### config.mk
export PLATFORM = sky130hd
export DESIGN_NAME = pipe_ctrl_flat
export DESIGN_NICKNAME = d
export VERILOG_FILES = /design/src/rtl/pipe_ctrl_pkg.sv /design/src/rtl/pipe_ctrl_if.sv /design/src/rtl/pipe_ctrl_sat_counter.sv /design/src/rtl/pipe_ctrl.sv /design/src/flat_wrapper.sv
export SDC_FILE = /design/constraint.sdc
export NUM_CORES = 1
export LEC_CHECK = 0
export ABC_CLOCK_PERIOD_IN_PS = 6800
export CORE_MARGIN = 4
export CORE_UTILIZATION = 59
export CTS_BUF_LIST = sky130_fd_sc_hd__clkbuf_8
export DETAILED_ROUTE_END_ITERATION = 10
export PLACE_DENSITY_LB_ADDON = 0.12
export SLEW_MARGIN = 0
export SYNTH_ARGS = -nofsm -noshare
export SYNTH_HDL_FRONTEND = slang
export SYNTH_HIERARCHICAL = 1
export SYNTH_SLANG_ARGS = --single-unit
### constraint.sdc
create_clock -name clk -period 6.8 [get_ports clk]
set_input_delay 1.36 -clock clk [delete_from_list [all_inputs] [get_ports clk]]
set_output_delay 1.36 -clock clk [all_outputs]
set_load 0.1 [all_outputs]
### src/rtl/pipe_ctrl_pkg.sv
// Shared types and constants for the pipeline sequencer and its consumers.
package pipe_ctrl_pkg;

  typedef enum logic [1:0] {
    PC_RUN    = 2'b00,
    PC_DRAIN  = 2'b01,
    PC_HALTED = 2'b10
  } pc_state_t;

  // Bit positions inside stage_en: bit 0 loads the PC, bit k loads s(k+1).
  localparam int STG_PC = 0;
  localparam int STG_S2 = 1;
  localparam int STG_S3 = 2;
  localparam int STG_S4 = 3;
  localparam int STG_S5 = 4;
  localparam int STG_S6 = 5;

  // Instruction word the s2 register loads when bubble_s2 is asserted.
  localparam logic [31:0] NOP_INSTR = 32'h0000_0013;

endpackage

### src/rtl/pipe_ctrl_if.sv
// Request/response bundle between the core datapath and the pipeline sequencer.
interface pipe_ctrl_if #(
  parameter int N_STAGES = 6,
  parameter int CNT_BITS = 16
);

  logic                stall_pipe;
  logic                redirect;
  logic                imem_wait;
  logic                dmem_wait;
  logic                halt_req;
  logic                clr_stats;
  logic [N_STAGES-1:0] stage_en;
  logic                bubble_s2;
  logic                bubble_s3;
  logic                halted;
  logic                hang_err;
  logic [CNT_BITS-1:0] stall_cnt;
  logic [CNT_BITS-1:0] flush_cnt;

  // Core side: raises requests, consumes enables and status.
  modport master (
    output stall_pipe, redirect, imem_wait, dmem_wait, halt_req, clr_stats,
    input  stage_en, bubble_s2, bubble_s3, halted, hang_err, stall_cnt, flush_cnt
  );

  // Sequencer side.
  modport slave (
    input  stall_pipe, redirect, imem_wait, dmem_wait, halt_req, clr_stats,
    output stage_en, bubble_s2, bubble_s3, halted, hang_err, stall_cnt, flush_cnt
  );

endinterface

### src/rtl/pipe_ctrl_sat_counter.sv
// Saturating up-counter with synchronous clear; clear beats a same-cycle increment.
module sat_counter #(
  parameter int             W   = 16,
  parameter logic [W-1:0]   MAX = {W{1'b1}}
) (
  input  logic         clk,
  input  logic         rst,
  input  logic         inc,
  input  logic         clr,
  output logic [W-1:0] q
);

  // Count up to MAX and hold there until cleared.
  // NOTE: sequential state uses <= so every register samples pre-edge values.
  always_ff @(posedge clk) begin
    if (rst || clr) begin
      q <= '0;
    end else if (inc && (q != MAX)) begin
      q <= q + 1'b1;
    end
  end

endmodule

### src/rtl/pipe_ctrl.sv
// Pipeline sequencer: stage enables, bubbles, halt/drain FSM, watchdog, statistics.
module pipe_ctrl
  import pipe_ctrl_pkg::*;
#(
  parameter int N_STAGES = 6,
  parameter int CNT_BITS = 16,
  parameter int WDOG_MAX = 1024
) (
  input  logic     clk,
  input  logic     rst,
  pipe_ctrl_if.slave bus
);

  localparam int DW = $clog2(N_STAGES);
  localparam int WW = $clog2(WDOG_MAX + 1);
  localparam logic [DW-1:0] DRAIN_LOAD = DW'(N_STAGES - 1);
  localparam logic [WW-1:0] WDOG_LIM   = WW'(WDOG_MAX);

  pc_state_t           state;
  logic [DW-1:0]       drain_cnt;
  logic                halted_q;
  logic                hang_q;
  logic [N_STAGES-1:0] en;
  logic                b2;
  logic                b3;
  logic                stall_acc;
  logic                flush_acc;
  logic                active;
  logic                stats_clr;
  logic                wdog_inc;
  logic                wdog_hit;
  logic [WW-1:0]       wdog_cnt;
  logic [CNT_BITS-1:0] stall_q;
  logic [CNT_BITS-1:0] flush_q;

  assign active    = !rst && (state != PC_HALTED);
  assign stats_clr = bus.clr_stats && (state != PC_HALTED);

  // Enable/bubble decode; first matching request wins, drain adds its overrides.
  // NOTE: every output gets a default first so no path leaves a latch behind.
  always_comb begin
    en        = '0;
    b2        = 1'b0;
    b3        = 1'b0;
    stall_acc = 1'b0;
    flush_acc = 1'b0;
    if (active) begin
      if (bus.dmem_wait) begin
        en = '0;
      end else if (bus.stall_pipe) begin
        // A redirect under a hazard stall is dropped: the branch re-presents from s2.
        en         = '1;
        en[STG_PC] = 1'b0;
        en[STG_S2] = 1'b0;
        b3         = 1'b1;
        stall_acc  = 1'b1;
      end else if (bus.redirect) begin
        en        = '1;
        b2        = 1'b1;
        flush_acc = 1'b1;
      end else if (bus.imem_wait) begin
        en         = '1;
        en[STG_PC] = 1'b0;
        b2         = 1'b1;
      end else begin
        en = '1;
      end
      if (state == PC_DRAIN) begin
        // Stop fetching; the PC only moves to capture a resume target.
        b2 = 1'b1;
        if (!flush_acc) en[STG_PC] = 1'b0;
      end
    end
  end

  // Halt/drain FSM with registered halted and sticky watchdog flag.
  always_ff @(posedge clk) begin
    if (rst) begin
      state     <= PC_RUN;
      drain_cnt <= '0;
      halted_q  <= 1'b0;
      hang_q    <= 1'b0;
    end else begin
      case (state)
        PC_RUN: begin
          if (bus.halt_req) begin
            state     <= PC_DRAIN;
            drain_cnt <= DRAIN_LOAD;
          end
        end
        PC_DRAIN: begin
          if (!bus.dmem_wait && !bus.stall_pipe) begin
            drain_cnt <= drain_cnt - 1'b1;
            if (drain_cnt == DW'(1)) begin
              state    <= PC_HALTED;
              halted_q <= 1'b1;
            end
          end
        end
        PC_HALTED: begin
          if (!bus.halt_req) begin
            state    <= PC_RUN;
            halted_q <= 1'b0;
          end
        end
        default: state <= PC_RUN;
      endcase
      if (wdog_hit) hang_q <= 1'b1;
    end
  end

  // Watchdog counts consecutive cycles with s2 frozen; flag rises as it reaches the limit.
  assign wdog_inc = active && !en[STG_S2];
  assign wdog_hit = wdog_inc && (wdog_cnt >= (WDOG_LIM - 1'b1));

  sat_counter #(.W(WW), .MAX(WDOG_LIM)) u_wdog (
    .clk (clk),
    .rst (rst),
    .inc (wdog_inc),
    .clr (!wdog_inc),
    .q   (wdog_cnt)
  );

  sat_counter #(.W(CNT_BITS)) u_stall_cnt (
    .clk (clk),
    .rst (rst),
    .inc (stall_acc),
    .clr (stats_clr),
    .q   (stall_q)
  );

  sat_counter #(.W(CNT_BITS)) u_flush_cnt (
    .clk (clk),
    .rst (rst),
    .inc (flush_acc),
    .clr (stats_clr),
    .q   (flush_q)
  );

  assign bus.stage_en  = en;
  assign bus.bubble_s2 = b2;
  assign bus.bubble_s3 = b3;
  assign bus.halted    = halted_q;
  assign bus.hang_err  = hang_q;
  assign bus.stall_cnt = stall_q;
  assign bus.flush_cnt = flush_q;

endmodule
### src/flat_wrapper.sv
// flat-port wrapper written by rule: the top's interface ports become plain ports
module pipe_ctrl_flat import pipe_ctrl_pkg::*;
#(
  parameter int N_STAGES = 6,
  parameter int CNT_BITS = 16,
  parameter int WDOG_MAX = 1024
)
  (clk, rst, bus_stall_pipe, bus_redirect, bus_imem_wait, bus_dmem_wait, bus_halt_req, bus_clr_stats, bus_stage_en, bus_bubble_s2, bus_bubble_s3, bus_halted, bus_hang_err, bus_stall_cnt, bus_flush_cnt);
  pipe_ctrl_if #(.N_STAGES(N_STAGES), .CNT_BITS(CNT_BITS)) bus_i ();
  input  logic clk;
  input  logic rst;
  input wire logic [$bits(bus_i.stall_pipe)-1:0] bus_stall_pipe;
  input wire logic [$bits(bus_i.redirect)-1:0] bus_redirect;
  input wire logic [$bits(bus_i.imem_wait)-1:0] bus_imem_wait;
  input wire logic [$bits(bus_i.dmem_wait)-1:0] bus_dmem_wait;
  input wire logic [$bits(bus_i.halt_req)-1:0] bus_halt_req;
  input wire logic [$bits(bus_i.clr_stats)-1:0] bus_clr_stats;
  output wire logic [$bits(bus_i.stage_en)-1:0] bus_stage_en;
  output wire logic [$bits(bus_i.bubble_s2)-1:0] bus_bubble_s2;
  output wire logic [$bits(bus_i.bubble_s3)-1:0] bus_bubble_s3;
  output wire logic [$bits(bus_i.halted)-1:0] bus_halted;
  output wire logic [$bits(bus_i.hang_err)-1:0] bus_hang_err;
  output wire logic [$bits(bus_i.stall_cnt)-1:0] bus_stall_cnt;
  output wire logic [$bits(bus_i.flush_cnt)-1:0] bus_flush_cnt;
  assign bus_i.stall_pipe = bus_stall_pipe;
  assign bus_i.redirect = bus_redirect;
  assign bus_i.imem_wait = bus_imem_wait;
  assign bus_i.dmem_wait = bus_dmem_wait;
  assign bus_i.halt_req = bus_halt_req;
  assign bus_i.clr_stats = bus_clr_stats;
  assign bus_stage_en = bus_i.stage_en;
  assign bus_bubble_s2 = bus_i.bubble_s2;
  assign bus_bubble_s3 = bus_i.bubble_s3;
  assign bus_halted = bus_i.halted;
  assign bus_hang_err = bus_i.hang_err;
  assign bus_stall_cnt = bus_i.stall_cnt;
  assign bus_flush_cnt = bus_i.flush_cnt;
  pipe_ctrl #(.N_STAGES(N_STAGES), .CNT_BITS(CNT_BITS), .WDOG_MAX(WDOG_MAX)) u_core (.clk(clk), .rst(rst), .bus(bus_i));
endmodule
run_1/ff_map.png
Scale bar: 20 um. Other sequential cells in the stronger gray, the rest of the logic in the fainter gray.
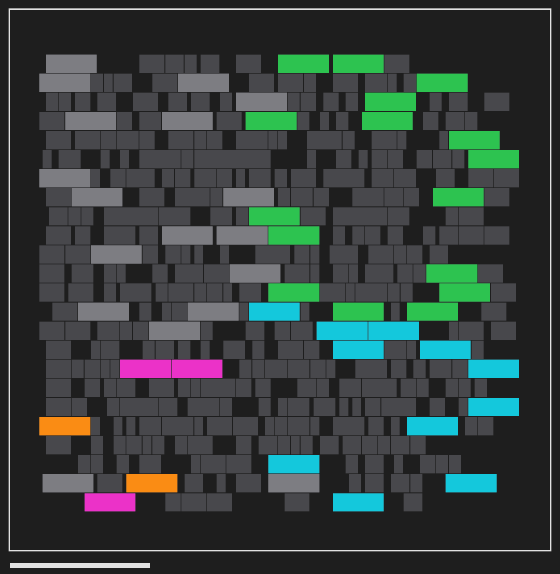
netlist name	color	placed flops
`u_core/drain_cnt`	magenta	3
`u_core/u_wdog/q`	cyan	11
`u_core/u_flush_cnt/q`	green	16
`u_core/state`	orange	2
sequential cell power: 0.299 mW
Finished Core Util: 75.62%
register area: 0.001001 mm^2

run_1/port_trees.png
Scale bar: 20 um.
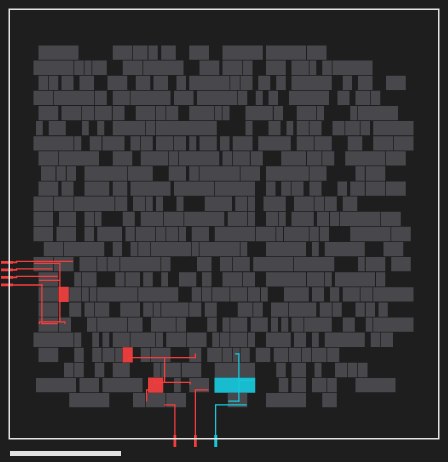
port	color	bits	direction	edge	end cells	buffers	wire
`bus_stage_en`	red	6	output	4 west, 2 south	3	6	111 um
`bus_hang_err`	cyan	1	output	south	1	1	24.8 um
port bufs: 49
I/O pin total: 50

run_1/congestion_map.png
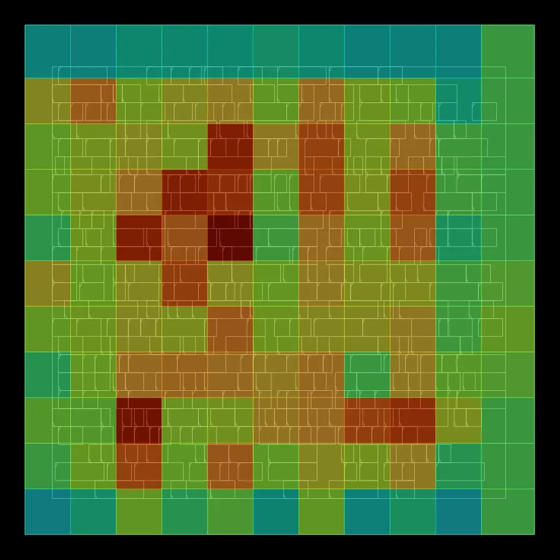
GRT Total Usage: 22.20%
per-cell routed wire length: 15.36 um
met2 GRT Util: 35.19%
Global Route met3 Usage: 5.972%

==> summary.txt, run 1 <==
yosys + openroad results -> setup tns final 0 ps, vias 2693, Non-Filler Instances 421, Seq pwr share 53.3%, Post-Syn Area per Cell 8.571 um^2, Crit Path Max Fanout 22, ant diodes 0, Crit. End Element output port, Peak VDD IR 113.9 uV, H-tree depth 2, number of enable flip-flop cells 0, dpl hpwl 4521 um, clk latency late pin 300 ps, Psw 0.1425 mW, CTS Root Buffer Type clkbuf_8, Top Layout Cells dfxtp_1 (50), clkdlybuf4s50_1 (48), a21oi_1 (28), Total Wirelength 6468 um, Net Sw Frac 25.35%, Worst Path Required 5440 ps, clock slew at reported path FFs 90 ps, Top FF cell, synth dfxtp_1, die width 77.03 um, RSZ-0062 raised after global routing no, Logic pwr share 10.4%, syn nets 342, Slew @ Worst Pin 984.5 ps, R2R cell count 6, CTS Hold Bufs 0, total CTS buffers 5, static leakage 1.152 nW, Yosys warnings 6, vias in the first global route 2462, most numerous logic cell after layout dfxtp_1, Max Buffers Root-to-Sink 2, GP Congestion 0.8193, dpl cells 413, fin crit share 77.79%, Finish-stage setup viols 0, max_slew headroom 34.16%, sequential share of the synthesized area 35.60%, Seq cells post-synth 50, CTS tree yes, # Cells Yosys 328, startpoint types input pin, layout cell share with drive strength beyond 1 8.401%, Placeable Area 0.004474 mm^2, internal reg-to-reg setup slack 4000 ps, fmax 0.1890 GHz, power density over cell area 166.1 mW/mm^2, largest net degree at the start of global routing 23, 1st-iter DRT viols 185, minimum clock period 5290 ps, cells after synthesis 328, status finished, final reports clean, Layout Nets 382, post-CTS sizing 0, met1 GRT Util 29.51%, DIE HEIGHT 77.03 um, Die Area 0.005934 mm^2, Clock Power Share 36.3%, crit path from rst, Fin. Hold Viols 0
-- run 1: worst min-delay path by stage --
stage / start / end / slack (ps) / cells past startpoint
after floorplan: u_core/drain_cnt[1] / u_core/drain_cnt[1] / 450 / 2
after global placement: u_core/bus.hang_err / u_core/bus.hang_err / 440 / 2
after detailed placement: u_core/bus.hang_err / u_core/bus.hang_err / 450 / 2
after CTS: u_core/bus.hang_err / u_core/bus.hang_err / 470 / 2
after global routing: u_core/bus.hang_err / u_core/bus.hang_err / 510 / 2
final: u_core/bus.hang_err / u_core/bus.hang_err / 460 / 2
-- run 1: layer usage --
metal | vias up | share of wire (%)
li1 | 1341 | -
met1 | 1253 | 48
met2 | 91 | 46
met3 | 8 | 5.0
met4 | 0 | 1.0
met5 | - | 0
-- run 1: worst max-delay path, cell delays in order --
cell and delay [ps]:
clkdlybuf4s50_1 770, nor3_1 560, clkdlybuf4s50_1 1230
-- run 1: layout make-up --
class	count	area [um^2]
clock inverters	3	37.54
fillers	342	1091
clock buffers	5	68.82
flip-flops and latches	50	1001
multi-input cells	252	1685
repair buffers	49	488.0
well taps	52	65.06
inverters	10	37.54
-- run 1: metrics by stage --
stage	instance area, um^2	power [mW]	hold WS [ps]	utilization (%)	setup WS (ps)
final	3383	0.5621	462.2	75.62	1510
after global routing	3383	0.5835	514.7	75.62	1313
after CTS	3383	0.5677	465.1	75.62	1504
after detailed placement	3277	0.3644	449.4	73.24	1534
after global placement	3277	0.3632	438.5	73.24	1569
after floorplan	2811	0.3505	454.5	-	517.8
-- run 1: Yosys cell counts, types with 3 or more instances --
library cell  number  area (um^2)
or4_1             12        90.09
xor2_1             7        61.31
dfxtp_1           50         1001
inv_1              8        30.03
nand2_1           16        60.06
ha_1               6        75.07
nor2_1            23        86.33
and2_1             6        37.54
or3_1             13        81.33
nor4b_1            4        35.03
o31ai_1            9        67.56
o21ai_0           15        75.07
a211oi_1           3        22.52
a41o_1             8        80.08
a21oi_1           28        140.1
nand3_1           19        95.09
or2_2              3        18.77
o21ai_1            5        25.02
nand4_1           18        112.6
and4_1             8        70.07
a31oi_1            6        37.54
o21a_1             3        22.52
buf_4              4        30.03
clkbuf_1           7        26.28
nor3_1             7        35.03
-- run 1: power groups by stage --
stage	logic [mW]	registers (mW)	clock network [mW]
final	0.0587	0.299	0.204
after global routing	0.0627	0.300	0.221
after CTS	0.0586	0.299	0.210
after detailed placement	0.0583	0.306	0
after global placement	0.0573	0.306	0
after floorplan	0.0431	0.307	0
-- run 1: registers in the layout (all words and copies together), names as in the netlist --
name and flops:
u_core/u_wdog/q 11, u_core/bus.halted 1, u_core/bus.hang_err 1, u_core/u_stall_cnt/q 16, u_core/drain_cnt 3, u_core/u_flush_cnt/q 16
u_core/state 2
-- run 1: kinds of logic (layout without fill, tap and decap cells) --
family	Yosys count	in the layout	share of synthesized area (%)
AND/OR/NAND/NOR	151	151	34.27
AND-OR/OR-AND	84	84	19.49
XOR/XNOR	9	9	2.804
adder cells (fa/ha/maj)	7	7	3.026
multiplexers	1	1	0.3560
flip-flops	50	50	35.60
buffers and inverters	26	67	4.451
run_1/gates.png
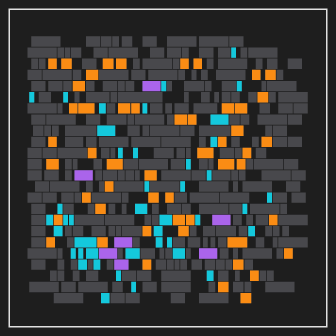

==> run 2, diff against run 1 <==
--- a/config.mk
+++ b/config.mk
@@ -5,9 +5,9 @@
 export SDC_FILE = /design/constraint.sdc
 export NUM_CORES = 1
 export LEC_CHECK = 0
-export ABC_CLOCK_PERIOD_IN_PS = 6800
+export ABC_CLOCK_PERIOD_IN_PS = 5500
 export CORE_MARGIN = 4
-export CORE_UTILIZATION = 59
+export CORE_UTILIZATION = 55
 export CTS_BUF_LIST = sky130_fd_sc_hd__clkbuf_8
 export DETAILED_ROUTE_END_ITERATION = 10
 export PLACE_DENSITY_LB_ADDON = 0.12
==> constraint.sdc (replaced) <==
create_clock -name clk -period 5.5 [get_ports clk]
set_input_delay 1.1 -clock clk [delete_from_list [all_inputs] [get_ports clk]]
set_output_delay 1.1 -clock clk [all_outputs]
set_load 0.1 [all_outputs]
run_2/gates.png
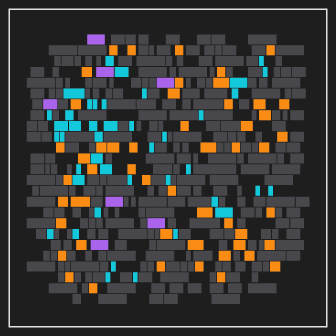
family	color	cells
fa/ha/maj cells	purple	7
and/or cells	orange	51
nor cells	cyan	42
Comb area share: 49.72%
most numerous logic cell after layout: dfxtp_1
Non-Filler Instances: 438

==> summary.txt, run 2 <==
yosys + openroad results -> clock slew at reported path FFs 80 ps (about the same), setup tns final 0 ps (unchanged), Layout Nets 384 (+0.52%), post-CTS sizing 0 (unchanged), Logic pwr share 10.5% (about the same), Net Sw Frac 25.58% (+0.23 points), # Cells Yosys 328 (unchanged), dpl cells 430 (+4.1%), max_slew headroom 33.98% (-0.18 points), die width 79.50 um (+3.2%), CTS Hold Bufs 0 (unchanged), Design Area, Final 0.003410 mm^2 (+0.78%), Die Area 0.006319 mm^2 (+6.5%), per-cell routed wire length 14.40 um (-6.3%), largest net degree at the start of global routing 23 (unchanged), Peak VDD IR 139.9 uV (+23%), cell family with most CP delay buffers and inverters, pre-CTS setup slack 1696 ps (+161.7 ps), Clock Power Share 36.5% (+0.2 points), Largest regs u_core/u_flush_cnt/q: 16 flops, u_core/u_stall_cnt/q: 16 flops, u_core/u_wdog/q: 11 flops, Yosys warnings 6 (unchanged), Top FF cell, synth dfxtp_1, Finish-stage setup viols 0 (unchanged), layout cell share with drive strength beyond 1 11.32% (+2.9 points), port bufs 49 (unchanged), Crit path top cell by count buf_4, H-tree depth 2 (unchanged), DIE HEIGHT 79.50 um (+3.2%), sequential share of the synthesized area 35.60% (unchanged), RSZ-0062 raised after global routing no, Finished Core Util 70.32% (-5.3 points), comb. cell area 0.001695 mm^2 (+0.59%), CP bufs+invs 3 (+1), CTS Root Buffer Type clkbuf_8, vias in the first global route 2353 (-4.4%), Total Wirelength 6307 um (-2.5%), total CTS buffers 5 (unchanged), cells after synthesis 328 (unchanged), vias 2630 (-2.3%), Cell area leaders dfxtp_1 (36%), a21oi_1 (5.0%), nand4_1 (4.0%), nand3_1 (3.4%), or4_1 (3.2%), CTS tree yes, status finished, final reports clean, Power Total 0.6978 mW (+24%), Cell Area, Placed 0.003303 mm^2 (+0.80%), Post-Syn Area per Cell 8.571 um^2 (unchanged), CP max-delay cell clkdlybuf4s50_1, Worst Path Required 4400 ps (-1040 ps), clk latency late pin 300 ps (about the same), GP Congestion 0.8371 (+2.2%), ant diodes 0 (unchanged), power density over cell area 204.7 mW/mm^2 (+23%), post-synth top area cell dfxtp_1, Top Layout Cells dfxtp_1 (50), clkdlybuf4s50_1 (41), a21oi_1 (28), Dominant cell area share 35.60% (unchanged), critical path, cell by cell clkdlybuf4s50_1 -> buf_4 -> nor3_2 -> and2_1 -> buf_4, register area 0.001001 mm^2 (unchanged), GRT Total Usage 20.40% (-1.8 points), final worst setup slack 1716 ps (+205.7 ps), top-count cell post-synth dfxtp_1, static leakage 1.174 nW (+1.9%), minimum clock period 3784 ps, fmax 0.2643 GHz, dpl hpwl 4519 um (about the same), number of enable flip-flop cells 0 (unchanged)
==> run 2: power by group through the flow <==
stage	combinational [mW]	clock (mW)	sequential [mW]
2_1_floorplan	0.0536	0	0.380
3_3_place_gp	0.0720	0	0.378
3_5_place_dp	0.0731	0	0.378
4_1_cts	0.0734	0.262	0.370
5_1_grt	0.0783	0.274	0.371
6_report	0.0734	0.255	0.370
==> run 2: layer usage <==
metal / vias to the layer above / track usage [%] / routed length, um
met5: - / 0 / 0
met3: 8 / 4.289 / 313
met2: 67 / 35.14 / 3038
li1: 1349 / - / -
met4: 0 / 6.529 / 75
met1: 1206 / 25.24 / 2879
==> run 2: cell families (layout without fill, tap and decap cells) <==
kind of cell             Yosys count  after routing  synth area share, %
buffers and inverters             26             69                4.451
adder cells (fa/ha/maj)            7              7                3.026
multiplexers                       1              1               0.3560
AND/OR/NAND/NOR                  151            151                34.27
AND-OR/OR-AND                     84             84                19.49
XOR/XNOR                           9              9                2.804
flip-flops                        50             50                35.60
==> run 2: final cells by class <==
cell class / instances / area share, %
clock inverters: 3 / 1.101
clock buffers: 5 / 2.018
repair buffers: 51 / 14.24
inverters: 10 / 1.101
multi-input cells: 252 / 49.72
flip-flops and latches: 50 / 29.36
well taps: 67 / 2.459
==> run 2: how the worst min path moves through the flow <==
stage / slack, ps / depth (start not counted) / from / endpoint
2_1_floorplan: 450 / 2 / u_core/drain_cnt[1] / u_core/drain_cnt[1]
3_3_place_gp: 440 / 2 / u_core/bus.hang_err / u_core/bus.hang_err
3_5_place_dp: 440 / 2 / u_core/bus.hang_err / u_core/bus.hang_err
4_1_cts: 460 / 2 / u_core/bus.hang_err / u_core/bus.hang_err
5_1_grt: 470 / 2 / u_core/bus.hang_err / u_core/bus.hang_err
6_report: 450 / 2 / u_core/bus.hang_err / u_core/bus.hang_err
==> run 2: worst register-to-register path, cell delays in order, from the launching register on <==
cell	delay, ps
dfxtp_1	500
and2b_1	300
nor3_2	250
and2_1	340
nand4_1	230
a41o_1	310
or3_1	370
a21oi_1	140
run_2/ff_map.png
Scale bar: 20 um. Other sequential cells in the stronger gray, the rest of the logic in the fainter gray.
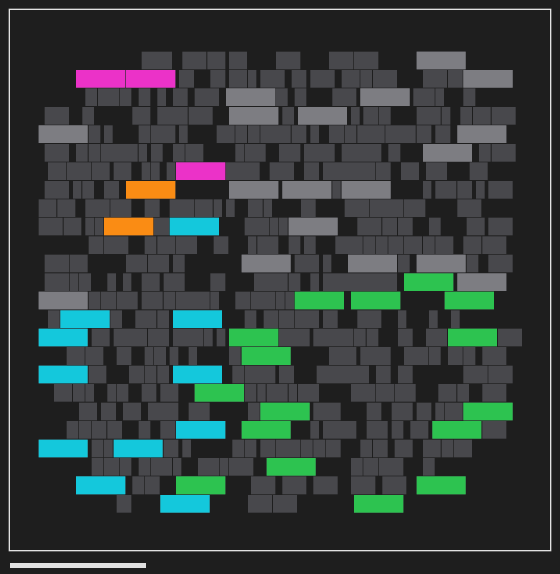

==> run 3, diff against run 2 <==
--- a/config.mk
+++ b/config.mk
@@ -5,7 +5,7 @@
 export SDC_FILE = /design/constraint.sdc
 export NUM_CORES = 1
 export LEC_CHECK = 0
-export ABC_CLOCK_PERIOD_IN_PS = 5500
+export ABC_CLOCK_PERIOD_IN_PS = 3800
 export CORE_MARGIN = 4
 export CORE_UTILIZATION = 55
 export CTS_BUF_LIST = sky130_fd_sc_hd__clkbuf_8
==> constraint.sdc (replaced) <==
create_clock -name clk -period 3.8 [get_ports clk]
set_input_delay 0.76 -clock clk [delete_from_list [all_inputs] [get_ports clk]]
set_output_delay 0.76 -clock clk [all_outputs]
set_load 0.1 [all_outputs]
run_3/ff_map.png
Scale bar: 20 um. Other sequential cells in the stronger gray, the rest of the logic in the fainter gray.
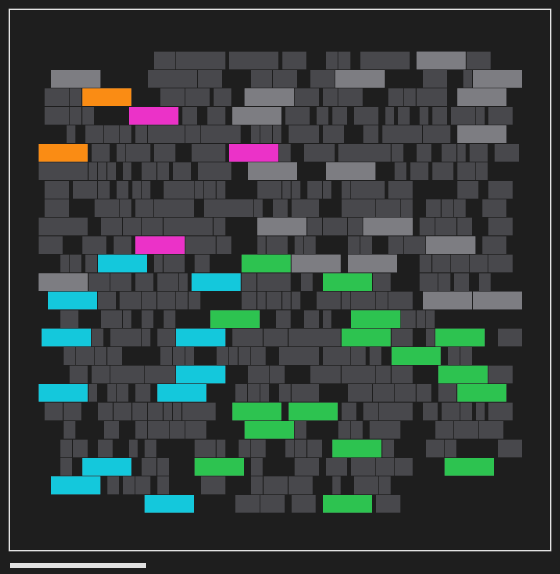
netlist name	color	placed flops
`u_core/u_wdog/q`	cyan	11
`u_core/u_flush_cnt/q`	green	16
`u_core/drain_cnt`	magenta	3
`u_core/state`	orange	2
Finished Core Util: 72.90%
sequential cell power: 0.535 mW
flop share of the area: 28.32%

==> summary.txt, run 3 <==
yosys + openroad results -> Top FF cell, synth dfxtp_1, CP bufs+invs 2 (-1), FF-to-FF Start u_core/state[0], Finish-stage setup viols 0 (unchanged), DIE HEIGHT 79.50 um (unchanged), Largest regs u_core/u_flush_cnt/q: 16 flops, u_core/u_stall_cnt/q: 16 flops, u_core/u_wdog/q: 11 flops, Post-Syn Area per Cell 8.571 um^2 (unchanged), Peak VDD IR 217.9 uV (+56%), internal power 0.7558 mW, CTS Root Buffer Type clkbuf_8, Post-CTS Setup Repair Bufs 0, Max-cap violations 0, clk latency late pin 310 ps (about the same), DRC 0, dpl hpwl 4731 um (+4.7%), Dominant cell area share 35.60% (unchanged), post-CTS sizing 0 (unchanged), setup tns final 0 ps (unchanged), Worst Path Required 3040 ps (-1360 ps), top-count cell post-synth dfxtp_1, Net Sw Frac 25.78% (+0.19 points), register area 0.001001 mm^2 (unchanged), Cell area leaders dfxtp_1 (36%), a21oi_1 (5.0%), nand4_1 (4.0%), nand3_1 (3.4%), or4_1 (3.2%), Global Route met3 Usage 4.966% (+0.68 points), crit path from bus_dmem_wait, fmax 0.3206 GHz, port bufs 49 (unchanged), final worst setup slack 681.0 ps (-1035 ps), per-cell routed wire length 14.90 um (+3.4%), power density over cell area 288.1 mW/mm^2 (+41%), RSZ-0062 raised after global routing no, CTS tree yes, min-delay src u_core/bus.hang_err, Die Area 0.006319 mm^2 (unchanged), critical path, cell by cell clkdlybuf4s50_1 -> nor2_2 -> o21ai_1 -> maj3_1 -> nor2_1 -> buf_12, Total Wirelength 6539 um (+3.7%), die width 79.50 um (unchanged), vias 2681 (+1.9%), GR peak layer met2, Max Buffers Root-to-Sink 2, Clock Power Share 35.4% (-1.1 points), vias in the first global route 2460 (+4.5%), ant diodes 0 (unchanged), Crit path arrival time 2360 ps, Crit Path Max Fanout 6, Layout Nets 385 (+0.26%), CP max-delay cell clkdlybuf4s50_1, minimum clock period 3119 ps, layout cell share with drive strength beyond 1 12.37% (+1.0 points), 1st-iter DRT viols 126, GP Congestion 0.8901 (+6.3%), # Cells Yosys 328 (unchanged), comb. cell area 0.001709 mm^2 (+0.81%), CTS Hold Bufs 0 (unchanged), cell family with most CP delay buffers and inverters, Yosys warnings 6 (unchanged), pre-CTS setup slack 581.2 ps (-1115 ps), met2 GRT Util 37.81% (+2.7 points), cells after synthesis 328 (unchanged), largest net degree at the start of global routing 20 (-13%), H-tree depth 2 (unchanged), post-synth top area cell dfxtp_1, number of enable flip-flop cells 0 (unchanged), met1 GRT Util 25.45% (+0.21 points), GRT Total Usage 21.38% (+0.97 points), sequential share of the synthesized area 35.60% (unchanged), max_slew headroom 34.95% (+0.97 points), status finished, final reports clean, Slew @ Worst Pin 972.7 ps, Fin. Hold Viols 0, clock slew at reported path FFs 80 ps (about the same), total CTS buffers 5 (unchanged), Logic pwr share 12.0% (+1.5 points), most numerous logic cell after layout dfxtp_1, Top Layout Cells dfxtp_1 (50), clkdlybuf4s50_1 (41), a21oi_1 (28), clk sink count 50, static leakage 1.208 nW (+2.9%)
-- run 3: cell counts after synthesis --
No cell type changed its count.
-- run 3: per-layer routing --
| layer | share of wire, % | vias to the layer above |
|---|---|---|
| li1 | - | 1345 |
| met1 | 44 | 1279 |
| met2 | 51 | 53 |
| met3 | 4.4 | 4 |
| met4 | 0.57 | 0 |
| met5 | 0 | - |
-- run 3: through the flow --
step                      instances  instance area [um^2]  power [mW]  utilization (%)  hold slack (ps)
final                           439                  3535       1.018            72.90            455.9
after detailed placement        431                  3425      0.6690            70.63            440.9
after floorplan                 328                  2835      0.6289                -            454.5
after global routing            439                  3535       1.062            72.90            501.6
after global placement          431                  3425      0.6677            70.63            438.4
after CTS                       439                  3535       1.028            72.90            460.9
-- run 3: path summary, 6_finish.rpt --
| check | end | slack (ps) | cells past startpoint |
|---|---|---|---|
| worst min-delay path | u_core/bus.hang_err | 460 | 2 |
| worst min register to register | u_core/bus.hang_err | 460 | 2 |
| worst max-delay path | bus_bubble_s2 | 680 | 6 |
| worst max register to register | u_core/u_stall_cnt/q[10] | 1310 | 8 |
-- run 3: final cells by class --
cell class,count,area share (%)
tap,67,2.372
timing repair buffer,52,16.78
inverter,10,1.062
sequential,50,28.32
clock buffer,8,3.115
multi-input combinational,252,48.35
-- run 3: kinds of logic after synthesis --
logic type	share of synthesized area, %
buffers and inverters	4.451
AND-OR/OR-AND	19.49
flip-flops	35.60
AND/OR/NAND/NOR	34.27
multiplexers	0.3560
adder cells (fa/ha/maj)	3.026
XOR/XNOR	2.804
-- run 3: power by group through the flow --
stage | Sequential [mW] | Clock (mW) | Combinational (mW)
final | 0.535 | 0.360 | 0.123
after global routing | 0.536 | 0.395 | 0.131
after CTS | 0.535 | 0.370 | 0.123
after detailed placement | 0.547 | 0 | 0.122
after global placement | 0.547 | 0 | 0.120
after floorplan | 0.550 | 0 | 0.0789
-- run 3: worst register-to-register path, delay by kind of cell (launching register included) --
kind,cells,cell delay [ps]
AND-OR/OR-AND,3,770
flip-flops,1,490
buffers and inverters,1,210
AND/OR/NAND/NOR,4,920

==> screenshots <==
A small window of the routed layout.
Scale bar: 10 um. Region (7, 7) to (32, 32) um. Cells in gray, sequential cells in the stronger gray; small squares are vias.
(a)
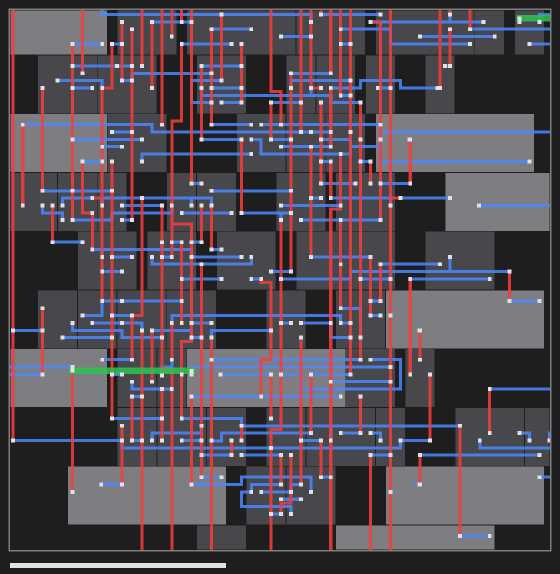
(b)
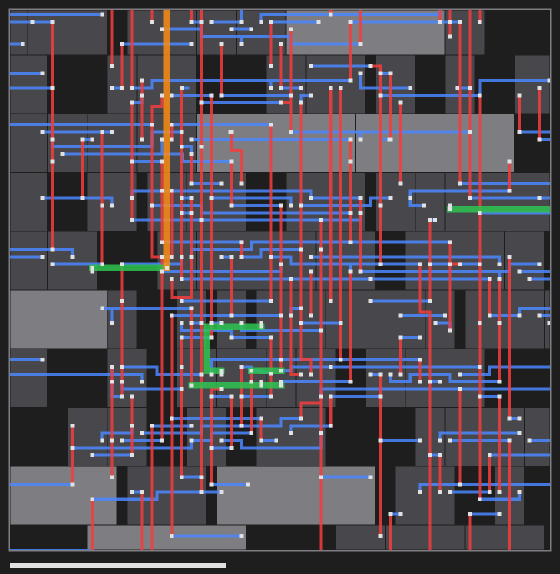
(c)
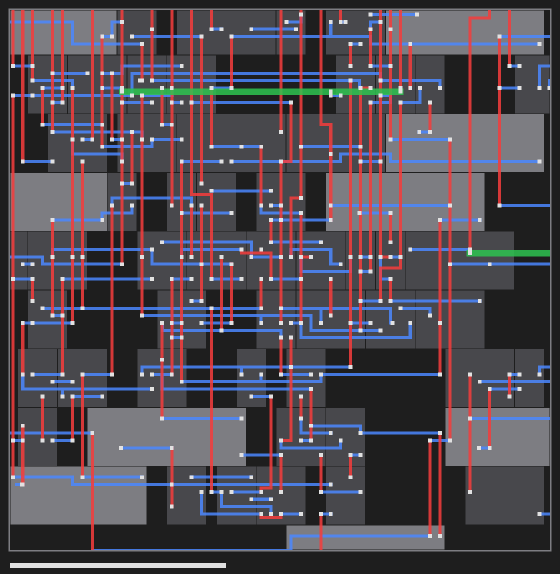
For run 2, see (a).
For run 1, see (b).
For run 3, see (c).

Key to (c):
layer	color
M1	blue
M3	green
M2	red
netlist names of flops here include	`u_core/u_wdog/q` (7), `u_core/u_flush_cnt/q` (1)
cells with their middle in the window	57
sequential cells in the window	8
most frequent	nand4_1 (8), dfxtp_1 (8), a21oi_1 (6)

Power and IR drop assume default switching activity.
